ff_map.png
Bar = 20 um. Other sequential cells in the stronger grey, the rest of the logic in the fainter grey.
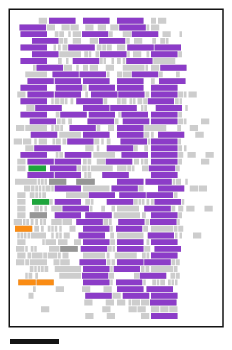
layers.png
Only two layers are drawn.
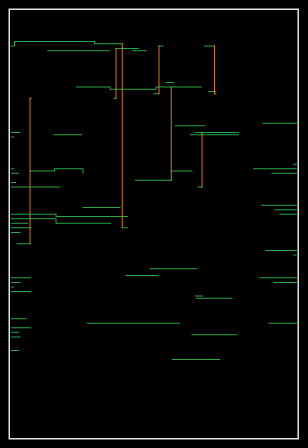
File: config.mk
export PLATFORM = sky130hd
export DESIGN_NAME = stream_fifo
export DESIGN_NICKNAME = d
export VERILOG_FILES = /design/src/rtl/stream_pkg.sv /design/src/rtl/stream_fifo_ptr.sv /design/src/rtl/stream_fifo.sv
export SDC_FILE = /design/constraint.sdc
export NUM_CORES = 1
export LEC_CHECK = 0
export ABC_AREA = 1
export CAP_MARGIN = 20
export CORE_ASPECT_RATIO = 1.5
export CORE_UTILIZATION = 50
export CTS_BUF_LIST = sky130_fd_sc_hd__clkbuf_16
export CTS_CLUSTER_SIZE = 14
export DETAILED_ROUTE_END_ITERATION = 10
export PLACE_DENSITY = 0.82
export SKIP_LAST_GASP = 1
export SYNTH_ARGS = -nofsm -noshare
export SYNTH_HDL_FRONTEND = slang
export SYNTH_SLANG_ARGS = --single-unit
File: constraint.sdc
create_clock -name clk -period 3.7 [get_ports clk]
set_clock_uncertainty 0.05 [all_clocks]
set_input_delay 0.74 -clock clk [delete_from_list [all_inputs] [get_ports clk]]
set_output_delay 0.74 -clock clk [all_outputs]
set_load 0.02 [all_outputs]
File: src/rtl/stream_pkg.sv
// Shared definitions for the stream FIFO: default sizes, pointer-width helper
// and a level type sized for the default depth.
package stream_pkg;

  localparam int DEFAULT_DATA_WIDTH = 32;
  localparam int DEFAULT_DEPTH      = 4;

  // Pointer width that never collapses to zero bits.
  function automatic int clog2_min1(input int n);
    int r;
    r = $clog2(n);
    return (r < 1) ? 1 : r;
  endfunction

  typedef logic [$clog2(DEFAULT_DEPTH):0] level_t;

endpackage

File: src/rtl/stream_fifo_ptr.sv
// Wrapping FIFO pointer: advances on inc, cleared by rst or clr.
module stream_fifo_ptr
  import stream_pkg::*;
#(
  parameter int DEPTH = DEFAULT_DEPTH
) (
  input  logic                         clk,
  input  logic                         rst,
  input  logic                         clr,
  input  logic                         inc,
  output logic [clog2_min1(DEPTH)-1:0] ptr
);

  localparam int PTR_W = clog2_min1(DEPTH);

  logic [PTR_W-1:0] ptr_reg;

  // DEPTH is a power of two, so natural overflow gives the modulo wrap.
  always_ff @(posedge clk) begin
    if (rst || clr) begin
      ptr_reg <= '0;
    end else if (inc) begin
      ptr_reg <= ptr_reg + PTR_W'(1);
    end
  end

  assign ptr = ptr_reg;

endmodule

File: src/rtl/stream_fifo.sv
// Parametrised valid/ready FIFO with fill level, flush and optional
// fall-through of beats arriving while empty.
module stream_fifo
  import stream_pkg::*;
#(
  parameter int DATA_WIDTH   = DEFAULT_DATA_WIDTH,
  parameter int DEPTH        = DEFAULT_DEPTH,
  parameter int FALL_THROUGH = 0
) (
  input  logic                       clk,
  input  logic                       rst,
  input  logic                       flush,
  input  logic [DATA_WIDTH-1:0]      in_data,
  input  logic                       in_valid,
  output logic                       in_ready,
  output logic [DATA_WIDTH-1:0]      out_data,
  output logic                       out_valid,
  input  logic                       out_ready,
  output logic [$clog2(DEPTH):0]     level
);

  localparam int PTR_W = clog2_min1(DEPTH);
  localparam int LVL_W = $clog2(DEPTH) + 1;

  logic [DATA_WIDTH-1:0] mem [DEPTH];
  logic [PTR_W-1:0]      rd_ptr;
  logic [PTR_W-1:0]      wr_ptr;
  logic [LVL_W-1:0]      count_reg;

  logic empty;
  logic full;
  logic push;
  logic pop;
  logic ft_beat;
  logic wr_en;
  logic rd_inc;

  assign empty    = (count_reg == '0);
  assign full     = (count_reg == LVL_W'(DEPTH));
  assign in_ready = ~full & ~flush;

  generate
    if (FALL_THROUGH != 0) begin : g_ft
      assign out_valid = ~empty | in_valid;
      assign out_data  = empty ? in_data : mem[rd_ptr];
      // A beat that bypasses storage leaves pointers and count untouched.
      assign ft_beat   = empty & in_valid & out_ready;
    end else begin : g_no_ft
      assign out_valid = ~empty;
      assign out_data  = mem[rd_ptr];
      assign ft_beat   = 1'b0;
    end
  endgenerate

  assign push   = in_valid & in_ready;
  assign pop    = out_valid & out_ready;
  assign wr_en  = push & ~ft_beat;
  assign rd_inc = pop & ~ft_beat;

  always_ff @(posedge clk) begin
    if (wr_en) begin
      mem[wr_ptr] <= in_data;
    end
  end

  stream_fifo_ptr #(.DEPTH(DEPTH)) u_wr_ptr (
    .clk (clk),
    .rst (rst),
    .clr (flush),
    .inc (wr_en),
    .ptr (wr_ptr)
  );

  stream_fifo_ptr #(.DEPTH(DEPTH)) u_rd_ptr (
    .clk (clk),
    .rst (rst),
    .clr (flush),
    .inc (rd_inc),
    .ptr (rd_ptr)
  );

  always_ff @(posedge clk) begin
    if (rst || flush) begin
      count_reg <= '0;
    end else begin
      case ({wr_en, rd_inc})
        2'b10:   count_reg <= count_reg + LVL_W'(1);
        2'b01:   count_reg <= count_reg - LVL_W'(1);
        default: count_reg <= count_reg;
      endcase
    end
  end

  assign level = count_reg;

endmodule

==> impl_metrics.toml <==
# generated from flow reports
[routing]
vias_per_cell = 5.25
ant_nets = 0
met3_length_um = 523
drt_first_pass_iters = 4
top_layer_used = "met4"

[logic_synthesis]
top_cells_by_count = "edfxtp_1 (128), nor2_1 (75), o21ai_0 (39), o22ai_1 (32), o21ai_1 (28)"
yosys.area_share.aoi = 0.105
ys_area_sq_um = 5300
synth_top_cell_by_area = "edfxtp_1"
area_leaders = "edfxtp_1 (73%), nor2_1 (5.3%), o22ai_1 (3.8%), o21ai_0 (3.7%), dfxtp_1 (3.4%)"
mux_area_frac = 0
ys_warn_count = 0
yosys.area_share.simple = 0.0741
adder_share = 0.0156
synthCells = 383
synth_area_sq_um = 5300
ys_cells = 383
topCombFamilyByArea = "AND-OR/OR-AND gates"
async_reset_ff_frac = 0
ys_types = 23

[placement]
place.gp.congestion = 0.739
post_dp_cell_area_sq_um = 6130
portBuffers = 73
hpwl_um = 5870

[hold_path]
min_from = "u_rd_ptr.ptr[1]$_SDFFE_PP0P_"
hold_end = "u_rd_ptr.ptr[1]$_SDFFE_PP0P_"

[cells_and_area]
n_all_inverters = 21
buf_share = 0.116
nFillCells = 720
drive_gt1_frac = 0.0863
nClkBuffers = 17
numSequentialCells = 137
top_register = "mem"
logic_gates = 206
mostFrequentLayoutCell = "edfxtp_1"
diodes = 0
buffers_excl_clock = 80
logic_area_sq_um = 1060
fin_area_sq_um = 6720
lay_top_cells = "edfxtp_1 (128), clkdlybuf4s50_1 (73), nor2_1 (71), o21ai_0 (39), o22ai_1 (32)"

[critical_path]
crit_end = "out_data[15]"
endpoint_kind = "output pin"
ff2ff_setup_slack_ns = 1.71
r2r-end = "level[2]$_SDFFE_PP0P_"
path_max_fanout = 34
crit_family = "buffers and inverters"
cp_data_arrival_time_ns = 2.53
reg2reg_depth = 12

[sta]
hold_viol = 0
slew_headroom = 0.573
finalSetupViolations = 0
finalCritPeriodShare = 0.897
rsz0062_at_grt = "false"
layout_min_cycle_time_ns = 3.32
setup_tns_ns = 0

[pwr]
top_power_group = "registers"
p_per_area_nw_per_um2 = 537
p_seq_frac = 0.481
p_int_mw = 2.93
power_mw = 3.61
swShare = 0.189
p_sw_mw = 0.682

[clock_network]
root_buffer = "clkbuf_16"
cts_tree = "done"
clkTransAtPathRegs_ns = 0.05
cts-buffers-inserted = 17

[die]
chipHeight_um = 128
ioPinCount = 74
nWellTaps = 141

[outcome]
outcome = "finished clean"

[run]
tool_warnings = 29

[global_routing]
grt_use_met1 = 0.203
gr-usage-met3 = 0.0586
grt_max_degree = 65
top_usage_layer = "met2"
## Picture notes: ff_map.png
[orange] `level` | sequential cells: 3
[green] `u_rd_ptr.ptr` | sequential cells: 2
[purple] `mem` | sequential cells: 128
not coloured: 4
Core Util, Final: 0.660
Seq. pwr: 1.74 mW
register area: 4030 sq um

## Picture notes: layers.png
[orange] M4 | wire length: 186 um
[green] M3 | wire length: 523 um
Tot GR Track Use: 0.195
final WL: 9940 um
routed len/inst: 16.1 um
Vias: 3237

Power is estimated from default activity; no workload was simulated.
